**config.mk**
```make
export PLATFORM = sky130hd
export DESIGN_NAME = id_ex_stage
export DESIGN_NICKNAME = d
export VERILOG_FILES = /design/src/rtl/id_ex_stage.sv
export SDC_FILE = /design/constraint.sdc
export NUM_CORES = 1
export LEC_CHECK = 0
export CORE_MARGIN = 2
export CORE_UTILIZATION = 44
export DETAILED_ROUTE_END_ITERATION = 12
export PLACE_DENSITY = 0.81
export REMOVE_ABC_BUFFERS = 1
export SYNTH_ARGS = -nofsm -noshare
export SYNTH_HDL_FRONTEND = slang
export SYNTH_SLANG_ARGS = --single-unit
```
**constraint.sdc**
```tcl
create_clock -name i_clk -period 3.8 [get_ports i_clk]
set_input_delay 0.38 -clock i_clk [delete_from_list [all_inputs] [get_ports i_clk]]
set_output_delay 0.38 -clock i_clk [all_outputs]
set_load 0.005 [all_outputs]
```
**src/rtl/id_ex_stage.sv**
```systemverilog
// id_ex_stage: decode-to-execute pipeline register feeding the ALU.
// Holds one instruction with its operands, extends the immediate, applies
// write-back forwarding at capture and while stalled, and counts stall cycles.
module id_ex_stage #(
    parameter logic FWD_EN = 1'b1,
    parameter int   CNT_W  = 16
) (
    input  logic             i_clk,
    input  logic             i_rst,
    input  logic             i_in_valid,
    output logic             o_in_ready,
    input  logic [31:0]      i_instr,
    input  logic [31:0]      i_rs_data,
    input  logic [31:0]      i_rt_data,
    input  logic             i_flush,
    input  logic             i_wb_en,
    input  logic [4:0]       i_wb_reg,
    input  logic [31:0]      i_wb_data,
    output logic             o_out_valid,
    input  logic             i_out_ready,
    output logic [31:0]      o_value1,
    output logic [31:0]      o_value2,
    output logic [5:0]       o_opcode,
    output logic [5:0]       o_func,
    output logic [4:0]       o_dest_reg,
    output logic             o_reg_write,
    output logic             o_illegal,
    output logic [CNT_W-1:0] o_stall_cnt
);

    logic             r_out_valid;
    logic [31:0]      r_value1;
    logic [31:0]      r_value2;
    logic [5:0]       r_opcode;
    logic [5:0]       r_func;
    logic [4:0]       r_dest_reg;
    logic             r_reg_write;
    logic             r_illegal;
    logic [4:0]       r_rs_idx;
    logic [4:0]       r_rt_idx;
    logic             r_v2_is_reg;
    logic [CNT_W-1:0] r_stall_cnt;

    logic [5:0]  w_opcode;
    logic [5:0]  w_func;
    logic [4:0]  w_rs_idx;
    logic [4:0]  w_rt_idx;
    logic        w_is_rtype;
    logic        w_legal;
    logic [4:0]  w_dest;
    logic        w_rs_fwd;
    logic        w_rt_fwd;
    logic [31:0] w_value1;
    logic [31:0] w_value2;
    logic        w_accept;
    logic        w_hold;
    logic        w_hold_fwd1;
    logic        w_hold_fwd2;
    logic        w_wb_live;

    assign w_opcode   = i_instr[31:26];
    assign w_func     = i_instr[5:0];
    assign w_rs_idx   = i_instr[25:21];
    assign w_rt_idx   = i_instr[20:16];
    assign w_is_rtype = (w_opcode == 6'd0);
    assign w_dest     = w_is_rtype ? i_instr[15:11] : i_instr[20:16];

    assign o_in_ready = !r_out_valid || i_out_ready;
    assign w_accept   = i_in_valid && o_in_ready;
    assign w_hold     = r_out_valid && !i_out_ready;

    // A write-back to $0 is never a real value, so it is never forwarded.
    assign w_wb_live   = FWD_EN && i_wb_en && (i_wb_reg != 5'd0);
    assign w_rs_fwd    = w_wb_live && (i_wb_reg == w_rs_idx);
    assign w_rt_fwd    = w_wb_live && (i_wb_reg == w_rt_idx) && w_is_rtype;
    assign w_hold_fwd1 = w_wb_live && w_hold && (i_wb_reg == r_rs_idx);
    assign w_hold_fwd2 = w_wb_live && w_hold && r_v2_is_reg && (i_wb_reg == r_rt_idx);

    // Decode the offered word: legality check and operand B selection.
    always_comb begin
        w_legal  = 1'b0;
        w_value1 = w_rs_fwd ? i_wb_data : i_rs_data;
        w_value2 = w_rt_fwd ? i_wb_data : i_rt_data;
        case (w_opcode)
            6'd0: begin
                case (w_func)
                    6'd32, 6'd33, 6'd36, 6'd37, 6'd24: w_legal = 1'b1;
                    default:                           w_legal = 1'b0;
                endcase
            end
            6'd8, 6'd9: begin
                w_legal  = 1'b1;
                w_value2 = {{16{i_instr[15]}}, i_instr[15:0]};
            end
            6'd12, 6'd13: begin
                w_legal  = 1'b1;
                w_value2 = {16'd0, i_instr[15:0]};
            end
            default: w_legal = 1'b0;
        endcase
    end

    // Occupancy: flush wins, then accept, then consume.
    always_ff @(posedge i_clk or posedge i_rst) begin
        if (i_rst)
            r_out_valid <= 1'b0;
        else if (i_flush)
            r_out_valid <= 1'b0;
        else if (w_accept)
            r_out_valid <= 1'b1;
        else if (r_out_valid && i_out_ready)
            r_out_valid <= 1'b0;
    end

    // Payload capture on accept, and in-place operand refresh while stalled.
    always_ff @(posedge i_clk or posedge i_rst) begin
        if (i_rst) begin
            r_value1    <= 32'd0;
            r_value2    <= 32'd0;
            r_opcode    <= 6'd0;
            r_func      <= 6'd0;
            r_dest_reg  <= 5'd0;
            r_reg_write <= 1'b0;
            r_illegal   <= 1'b0;
            r_rs_idx    <= 5'd0;
            r_rt_idx    <= 5'd0;
            r_v2_is_reg <= 1'b0;
        end else if (!i_flush) begin
            if (w_accept) begin
                r_value1    <= w_value1;
                r_value2    <= w_value2;
                r_opcode    <= w_opcode;
                r_func      <= w_func;
                r_dest_reg  <= w_dest;
                r_reg_write <= w_legal && (w_dest != 5'd0);
                r_illegal   <= !w_legal;
                r_rs_idx    <= w_rs_idx;
                r_rt_idx    <= w_rt_idx;
                r_v2_is_reg <= w_is_rtype;
            end else begin
                if (w_hold_fwd1)
                    r_value1 <= i_wb_data;
                if (w_hold_fwd2)
                    r_value2 <= i_wb_data;
            end
        end
    end

    // Saturating count of cycles the ALU leaves a valid instruction waiting.
    always_ff @(posedge i_clk or posedge i_rst) begin
        if (i_rst)
            r_stall_cnt <= '0;
        else if (w_hold && !i_flush && (r_stall_cnt != '1))
            r_stall_cnt <= r_stall_cnt + CNT_W'(1);
    end

    assign o_out_valid = r_out_valid;
    assign o_value1    = r_value1;
    assign o_value2    = r_value2;
    assign o_opcode    = r_opcode;
    assign o_func      = r_func;
    assign o_dest_reg  = r_dest_reg;
    assign o_reg_write = r_reg_write;
    assign o_illegal   = r_illegal;
    assign o_stall_cnt = r_stall_cnt;

endmodule
```
Figure 1. Cell outlines without signal wires.
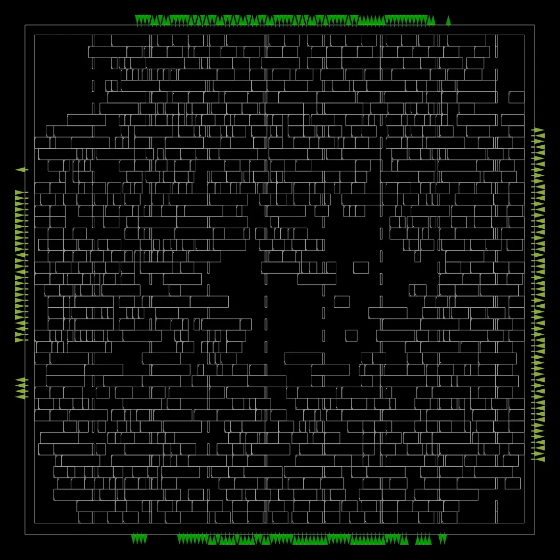
CORE AREA: 13700 um^2
Core Util, Final: 65.6%
Filler cells: 1102

Figure 2. Wiring by layer.
Drawn at 3 px/um. Two of the layers only.
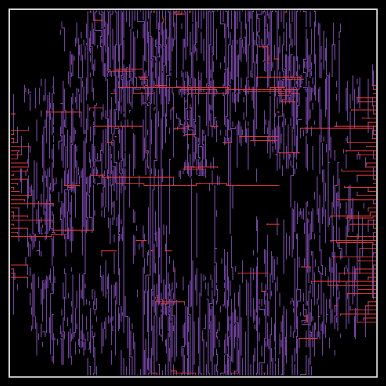
[metal 2] purple | wire length: 9850 um
[metal 3] red | wire length: 975 um

Figure 3. Close-up of the layout.
Region (46, 46) to (76, 76) um. Cells in grey, sequential cells in the stronger grey; small squares are vias.
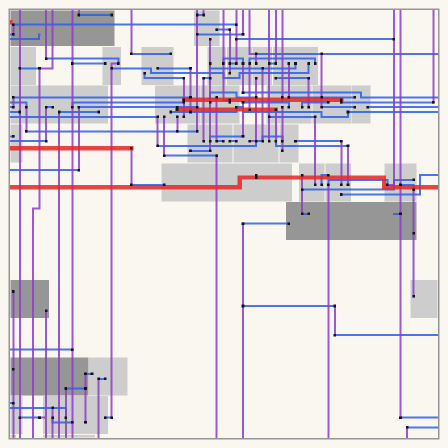
[metal 3] red
[metal 1] blue
[metal 2] purple
most frequent: nor2_1 (5), a211o_1 (4), a21oi_1 (4)
sequential cells in the window: 3
cells with their middle in the window: 28
netlist names of flops here include: o_value2 (2), o_opcode (1)

Figure 4. Wire density map.
Drawn at 2 px/um. The die is cut into 24 by 24 equal tiles; dark purple is low, yellow is high, scaled to the fullest tile. Values are wire area over tile area, all layers added.
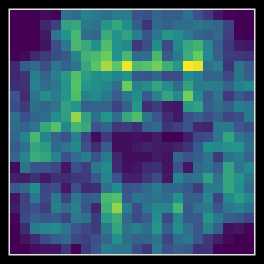
densest ninth of the die: top middle
fullest tile: 0.64
mean over tiles: 0.21
nearly empty tiles: 6.2%
tiles over half the peak: 16%

Figure 5. Gate families picked out.
Drawn at 3 px/um.
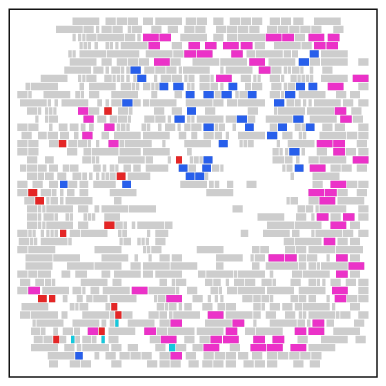
[AND-OR and OR-AND gates] blue | cells: 36
[multiplexers] magenta | cells: 71 | most used: mux2_2
[inverters] cyan | cells: 4 | most used: inv_1 | where: bottom left
[AND and OR gates] red | cells: 14 | most used: and3_1

==> flow_metrics.py <==
# Generated from Yosys and OpenROAD reports
metrics = {
    "global_routing": {
        "gr-usage-met2_pct": 44.1,
        "first_global_vias": 5546,
        "grt_overflow": 0,
        "met1_usage_pct": 30.4,
        "met3_usage_pct": 3.60,
    },
    "critical_path": {
        "startpoint_type": "primary input",
        "critPathMostFrequentCell": "buf_4",
        "r2r_end": "o_value1[10]",
        "endpoint": "o_value1[8]",
        "critical_path_buf_inv_count": 3,
        "critPathRequiredTime_ps": 4030,
        "cp-end-kind": "flop",
        "crit_start": "i_wb_reg[1]",
        "cp.arrival_ps": 3140,
        "cpPeakStageDelay_ps": 570,
        "critPathSlowestCell": "or4_1",
        "reg2regPathDepth": 6,
        "crit_family": "buffers and inverters",
    },
    "power": {
        "top_power_group": "sequential cells",
        "switching_share_pct": 27.4,
        "irDropWorstVdd_v": 0.000307,
        "clock_power_share_pct": 29.5,
        "p_leak_nw": 3.97,
        "power.internal_mw": 2.66,
        "powerComb_mw": 1.07,
        "pwr-share-comb_pct": 29.1,
    },
    "floorplanning": {
        "fp_util_pct": 44.7,
        "row_count": 43,
        "die-width_um": 122,
        "tapCellCount": 180,
        "die_h_um": 122,
        "dieArea_um2": 14900,
        "ios": 240,
    },
    "synthesis": {
        "yosys_area_um2": 6130,
        "common_cells": "nand2_1 (119), dfrtp_1 (111), nor2_1 (59)",
        "yosysTopAreaCell": "dfrtp_1",
        "synthesis.area_um2": 6130,
        "ys_sh_aoi_pct": 13.8,
        "ys_sh_mux_pct": 14.8,
        "logic_family": "simple AND/OR/NAND/NOR gates",
        "async_flop_share_pct": 100,
        "synth_cells": 612,
        "ys_types": 49,
        "simple_gate_area_share_pct": 17.5,
    },
    "finish": {
        "flop_area_um2": 2780,
        "final-clk-cell-share_pct": 3.74,
        "logic_gate_count": 450,
        "clockBufferCount": 10,
        "dominant_cells": "combinational gates",
        "mostFrequentLayoutCell": "clkdlybuf4s50_1",
        "drive_gt1_share_pct": 12.6,
        "n_all_inverters": 4,
        "seq-cell-share_pct": 30.9,
        "nets": 968,
        "layoutNonFillerInstCount": 1013,
        "flops": 111,
    },
    "run_status": {
        "outcome": "complete, no violations",
    },
    "worst_hold_path": {
        "hp-start": "o_func[4]",
        "whs_endpoint": "o_func[4]",
    },
    "timing": {
        "grt_setup_unrepaired": "no",
        "drv_slew": 0,
        "skew_ps": 7.00,
        "slew_headroom_pct": 25.6,
        "setup_viol": 0,
    },
    "route": {
        "route.detailed.drc": 0,
        "vias": 5654,
        "first_pass_iters": 6,
        "wl_met1_mm": 7.94,
        "initialDrtViolationCount": 452,
        "drt-wirelength-per-cell_um": 19.1,
        "routed-wl-met2_mm": 9.85,
        "wl_met3_um": 975,
    },
    "job": {
        "tool_warnings": 25,
    },
    "cts": {
        "post-cts-setup-buffer-count": 0,
        "insertion_delay_ps": 350,
        "root_buffer": "clkbuf_16",
        "clk_pin_slew_ps": 80,
        "cts_tree": "built",
    },
    "place": {
        "place_ws_ps": 533,
        "place_inst": 997,
        "portBuffers": 239,
        "dp_hpwl_mm": 13.8,
    },
}
Power figures rest on the tool's default switching activity, not on a simulated workload.
